==> src/rtl/hqc_pm_arb_pkg.sv <==
// rtl/hqc_pm_arb_pkg.sv - shared types, parameter-set table and bundle layouts for the poly multiplier arbiter
package hqc_pm_arb_pkg;

    typedef enum logic [1:0] {
        ST_IDLE  = 2'd0,
        ST_BUSY  = 2'd1,
        ST_DRAIN = 2'd2
    } arb_state_e;

    // parameter-set selectors
    localparam int P_M              = 0;
    localparam int P_LOG_MAX_WEIGHT = 1;
    localparam int P_W_BY_X         = 2;
    localparam int P_ADDR_WIDTH     = 3;
    localparam int P_LOGW           = 4;
    localparam int P_RAMWIDTH       = 5;

    // client-to-multiplier fields, LSB first
    localparam int F_START       = 0;
    localparam int F_LOC_IN      = 1;
    localparam int F_WEIGHT      = 2;
    localparam int F_MUX_WORD_0  = 3;
    localparam int F_MUX_WORD_1  = 4;
    localparam int F_RD_DOUT     = 5;
    localparam int F_ADDR_RESULT = 6;
    localparam int F_ADD_WR_EN   = 7;
    localparam int F_ADD_ADDR    = 8;
    localparam int F_ADD_IN      = 9;
    localparam int F_END         = 10;

    // multiplier-to-client fields, LSB first
    localparam int R_LOC_ADDR = 0;
    localparam int R_DOUT     = 1;
    localparam int R_VALID    = 2;
    localparam int R_ADDR_0   = 3;
    localparam int R_ADDR_1   = 4;
    localparam int R_END      = 5;

    function automatic int ps_index(input logic [47:0] ps);
        if (ps == "hqc192") return 1;
        if (ps == "hqc256") return 2;
        return 0;
    endfunction

    function automatic int pm_param(input logic [47:0] ps, input int p);
        int idx;
        idx = ps_index(ps);
        case (p)
            P_M:              return (idx == 0) ? 15 : 16;
            P_LOG_MAX_WEIGHT: return (idx == 2) ? 8 : 7;
            P_W_BY_X:         return 2;
            P_ADDR_WIDTH:     return (idx == 0) ? 8 : 9;
            P_LOGW:           return 7;
            P_RAMWIDTH:       return 128;
            default:          return 0;
        endcase
    endfunction

    function automatic int fwd_field_w(input logic [47:0] ps, input int f);
        case (f)
            F_START:       return 1;
            F_LOC_IN:      return pm_param(ps, P_M);
            F_WEIGHT:      return pm_param(ps, P_LOG_MAX_WEIGHT);
            F_MUX_WORD_0:  return pm_param(ps, P_RAMWIDTH);
            F_MUX_WORD_1:  return pm_param(ps, P_RAMWIDTH);
            F_RD_DOUT:     return 1;
            F_ADDR_RESULT: return pm_param(ps, P_ADDR_WIDTH);
            F_ADD_WR_EN:   return 1;
            F_ADD_ADDR:    return pm_param(ps, P_ADDR_WIDTH);
            F_ADD_IN:      return pm_param(ps, P_RAMWIDTH);
            default:       return 0;
        endcase
    endfunction

    function automatic int ret_field_w(input logic [47:0] ps, input int f);
        case (f)
            R_LOC_ADDR: return pm_param(ps, P_LOG_MAX_WEIGHT);
            R_DOUT:     return pm_param(ps, P_RAMWIDTH);
            R_VALID:    return 1;
            R_ADDR_0:   return pm_param(ps, P_ADDR_WIDTH);
            R_ADDR_1:   return pm_param(ps, P_ADDR_WIDTH);
            default:    return 0;
        endcase
    endfunction

    function automatic int fwd_off(input logic [47:0] ps, input int f);
        int off;
        off = 0;
        for (int i = 0; i < f; i++) off += fwd_field_w(ps, i);
        return off;
    endfunction

    function automatic int ret_off(input logic [47:0] ps, input int f);
        int off;
        off = 0;
        for (int i = 0; i < f; i++) off += ret_field_w(ps, i);
        return off;
    endfunction

    function automatic int fwd_w(input logic [47:0] ps);
        return fwd_off(ps, F_END);
    endfunction

    function automatic int ret_w(input logic [47:0] ps);
        return ret_off(ps, R_END);
    endfunction

endpackage

==> src/rtl/poly_mult_arbiter_mux.sv <==
// rtl/poly_mult_arbiter_mux.sv - 2:1 bundle select that drives zero when not enabled
module pm_bundle_mux #(
    parameter int W = 8
) (
    input  logic         en,
    input  logic         sel,
    input  logic [W-1:0] in0,
    input  logic [W-1:0] in1,
    output logic [W-1:0] out
);

    always_comb begin
        out = '0;
        if (en) out = sel ? in1 : in0;
    end

endmodule

==> src/rtl/poly_mult_arbiter.sv <==
// rtl/poly_mult_arbiter.sv - two-client ownership arbiter in front of a shared HQC poly multiplier
module poly_mult_arbiter
    import hqc_pm_arb_pkg::*;
#(
    parameter logic [47:0] parameter_set = "hqc128",
    parameter int          FWD_W         = fwd_w(parameter_set),
    parameter int          RET_W         = ret_w(parameter_set)
) (
    input  logic             clk,
    input  logic             rst,
    input  logic             c0_req,
    input  logic             c0_rel,
    output logic             c0_gnt,
    input  logic [FWD_W-1:0] c0_fwd,
    output logic [RET_W-1:0] c0_ret,
    input  logic             c1_req,
    input  logic             c1_rel,
    output logic             c1_gnt,
    input  logic [FWD_W-1:0] c1_fwd,
    output logic [RET_W-1:0] c1_ret,
    output logic [FWD_W-1:0] pm_fwd,
    input  logic [RET_W-1:0] pm_ret,
    output logic             err
);

    localparam int START_BIT = fwd_off(parameter_set, F_START);
    localparam int WR_EN_BIT = fwd_off(parameter_set, F_ADD_WR_EN);

    arb_state_e state_q, state_d;
    logic       owner_q, owner_d;
    logic       last_owner_q, last_owner_d;
    logic       err_q, err_d;
    logic       busy;
    logic       own_req, own_rel;
    logic       c0_drives, c1_drives;

    assign busy    = (state_q == ST_BUSY);
    assign c0_gnt  = busy & ~owner_q;
    assign c1_gnt  = busy & owner_q;
    assign own_req = owner_q ? c1_req : c0_req;
    assign own_rel = owner_q ? c1_rel : c0_rel;

    // a client touching start or the adder write strobe without ownership is a protocol error
    assign c0_drives = c0_fwd[START_BIT] | c0_fwd[WR_EN_BIT];
    assign c1_drives = c1_fwd[START_BIT] | c1_fwd[WR_EN_BIT];

    always_comb begin
        state_d      = state_q;
        owner_d      = owner_q;
        last_owner_d = last_owner_q;
        err_d        = err_q | (c0_drives & ~c0_gnt) | (c1_drives & ~c1_gnt);
        case (state_q)
            ST_IDLE: begin
                if (c0_req | c1_req) begin
                    state_d = ST_BUSY;
                    owner_d = (c0_req & c1_req) ? ~last_owner_q : c1_req;
                end
            end
            ST_BUSY: begin
                if (own_rel | ~own_req) begin
                    state_d      = ST_DRAIN;
                    last_owner_d = owner_q;
                end
            end
            ST_DRAIN: state_d = ST_IDLE;
            default:  state_d = ST_IDLE;
        endcase
    end

    always_ff @(posedge clk) begin
        if (rst) begin
            state_q      <= ST_IDLE;
            owner_q      <= 1'b0;
            last_owner_q <= 1'b1;
            err_q        <= 1'b0;
        end else begin
            state_q      <= state_d;
            owner_q      <= owner_d;
            last_owner_q <= last_owner_d;
            err_q        <= err_d;
        end
    end

    assign err = err_q;

    pm_bundle_mux #(
        .W (FWD_W)
    ) u_fwd_mux (
        .en  (busy),
        .sel (owner_q),
        .in0 (c0_fwd),
        .in1 (c1_fwd),
        .out (pm_fwd)
    );

    assign c0_ret = c0_gnt ? pm_ret : '0;
    assign c1_ret = c1_gnt ? pm_ret : '0;

endmodule

==> config.mk <==
export PLATFORM = sky130hd
export DESIGN_NAME = poly_mult_arbiter
export DESIGN_NICKNAME = d
export VERILOG_FILES = /design/src/rtl/hqc_pm_arb_pkg.sv /design/src/rtl/poly_mult_arbiter_mux.sv /design/src/rtl/poly_mult_arbiter.sv
export SDC_FILE = /design/constraint.sdc
export NUM_CORES = 1
export LEC_CHECK = 0
export CORE_AREA = 2 2 682 684
export CTS_CLUSTER_SIZE = 12
export DETAILED_ROUTE_END_ITERATION = 8
export DIE_AREA = 0 0 684 686
export GPL_TIMING_DRIVEN = 0
export MAX_ROUTING_LAYER = met4
export PLACE_DENSITY_LB_ADDON = 0.12
export SYNTH_ARGS = -nofsm -noshare
export SYNTH_HDL_FRONTEND = slang
export SYNTH_SLANG_ARGS = --single-unit
==> constraint.sdc <==
create_clock -name clk -period 3.35 [get_ports clk]
set_input_delay 0.67 -clock clk [delete_from_list [all_inputs] [get_ports clk]]
set_output_delay 0.67 -clock clk [all_outputs]
set_load 0.01 [all_outputs]
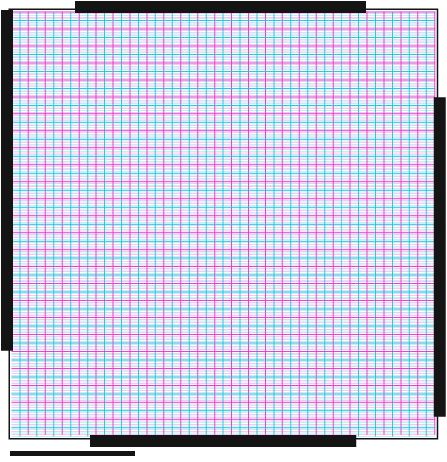
(images/power_grid.png)
Scale bar: 200 um. Pins as bars on the die edge.
VSS -> cyan
VDD -> magenta
met1 rails = 251
met4 straps = 50

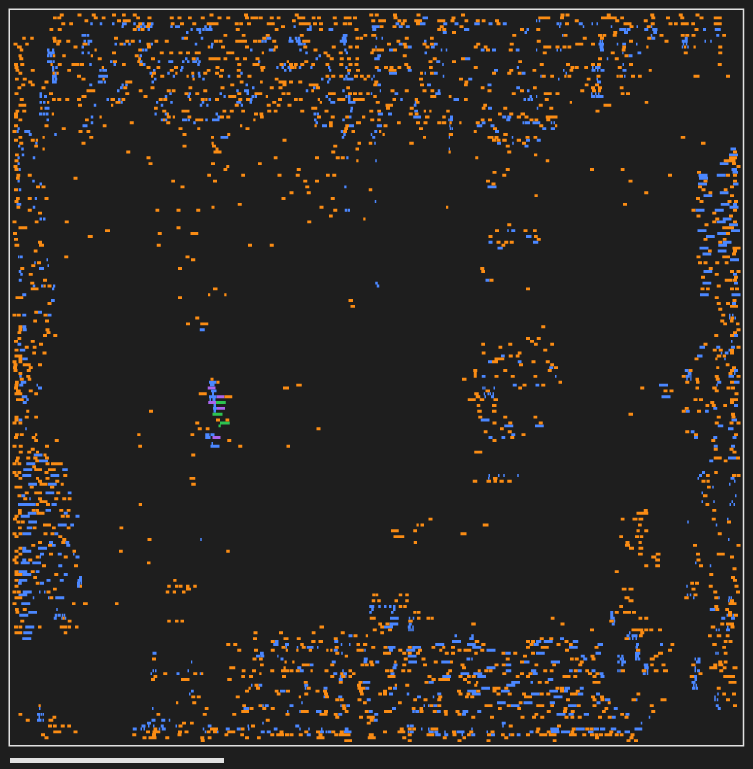
(images/placement_by_type.png)
Scale bar: 200 um.
other buffers and delay cells -> orange  # cells 1,900, share of their area 66%
combinational and other logic -> blue  # cells 1,176, share of their area 34%
clock drivers and dummy loads -> green  # cells 4, share of their area 0.28%
flops -> purple  # cells 5, share of their area 0.35%

==> impl_metrics.ini <==
; flow metrics
[status]
run_status = finished, final reports clean

[routing]
totalWireLength_um = 342000
detailroute.via_count = 18900
met1_length_um = 130000
antenna_violating_nets_post_route = 0
detail_route.drc_violations = 0
drtIter0Drc = 954
routed_wl_met2_um = 164000
drtPass1Iterations = 5
highest_layer = met4

[logic_synthesis]
synth.lib_cells_used.distinct = 26
ys_top_cells_by_count = sky130_fd_sc_hd__mux2i_1 (425), sky130_fd_sc_hd__nor2_1 (416), sky130_fd_sc_hd__and2_1 (153)
ys_sh_aoi_pct = 0.768
synthMuxAreaShare_pct = 47.5
yosys_cell_count = 1327
synth_area_leader_cell = sky130_fd_sc_hd__mux2i_1
synth.ff_latch_count = 5
synth.yosys.chip_area_sq_um = 8960

[worst_setup_path]
cpMaxStageDelayCell = sky130_fd_sc_hd__clkdlybuf4s50_1
crit_top_cell = sky130_fd_sc_hd__buf_12
timing.critical_path.max_delay_family = buffers and inverters
worst-endpoint-required_ns = 2.68
timing.critical_path.to_type = output port
crit_buf_inv = 5
worst-endpoint-arrival_ns = 2.66

[cts]
clk_latency_ns = 0.23
clk_pin_slew_ns = 0.04
numCtsBuffers = 3
cts_buffer_depth = 2
number_of_sinks_driven_by_the_clock_tree = 5
cts_tree = yes

[placed_design]
gp_routability_congestion = 0.906
dpl_cell_area_sq_um = 34300

[run]
openroad.warnings = 28

[sta]
report.final.hold_viol_count = 0
setup_viol_count_final = 0
rsz0062_at_grt = yes
worst_clock_skew_ns = 0.000413
tightest_slew_ns = 1.01

[layout]
largest_register_ffs = 2
finalCoreUtilization_pct = 7.90
final_area_sq_um = 36500
final_cells = 9396
lay_top_cells = sky130_fd_sc_hd__clkdlybuf4s50_1 (1,539), sky130_fd_sc_hd__nor2_1 (382), sky130_fd_sc_hd__mux2i_1 (269)
regMostFlops = state_q

[grt]
grt_antenna_before_repair = 249
fraction_of_met2_tracks_used_by_global_routing_pct = 24.3
grt_first_pass_wirelength_um = 389000
gr-usage-met1_pct = 15.4
grt.busiest_layer = met2
grt_max_degree = 11

[floorplanning]
die-height_um = 686
design.core.area_sq_um = 462000
top_level_ports = 1740

[power]
power.share.combinational_pct = 96.3
switching_share_pct = 56.8
power_switching_mw = 4.17
report.power.total_mw = 7.35
power_share_of_the_clock_group_pct = 2.8
power_top_consumer = combinational logic
leakage_nw = 12.1
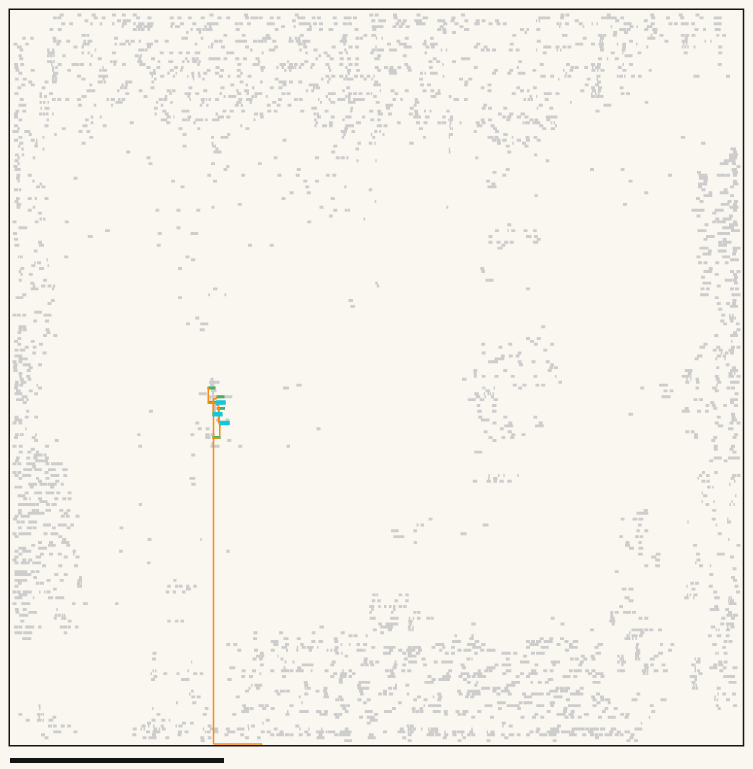
(images/clk_routes.png)
Scale bar: 200 um.
flip-flops -> green  # count 5
clock wires -> orange  # length 488 um
clock drivers -> cyan  # count 3
flops lie = middle left
routed clock nets = 4

[layout make-up]
type / count / area, sq um
fill: 54200 / 425000
tap: 6174 / 7720
inverter: 1 / 3.75
sequential: 5 / 100
buffer: 146 / 1190
antenna: 137 / 343
timing repair buffer: 1754 / 17500
multi-input combinational: 1175 / 9560
clock buffer: 4 / 78.8
[worst paths after layout]
path / start / end / slack [ns] / depth (start not counted)
setup / recovery: state_q[1] / pm_fwd[270] / 0.02 / 7
hold / removal: last_owner_q / last_owner_q / 0.50 / 1
setup reg to reg: owner_q / err / 1.72 / 5
hold reg to reg: last_owner_q / last_owner_q / 0.50 / 1
[repair_timing]
| item | in CTS | in global routing |
|---|---|---|
| pin swaps | 0 | 1 |
| resized | 568 | 139 |
| setup buffers | 1 | 9 |
| setup endpoints to repair | 553 | 138 |
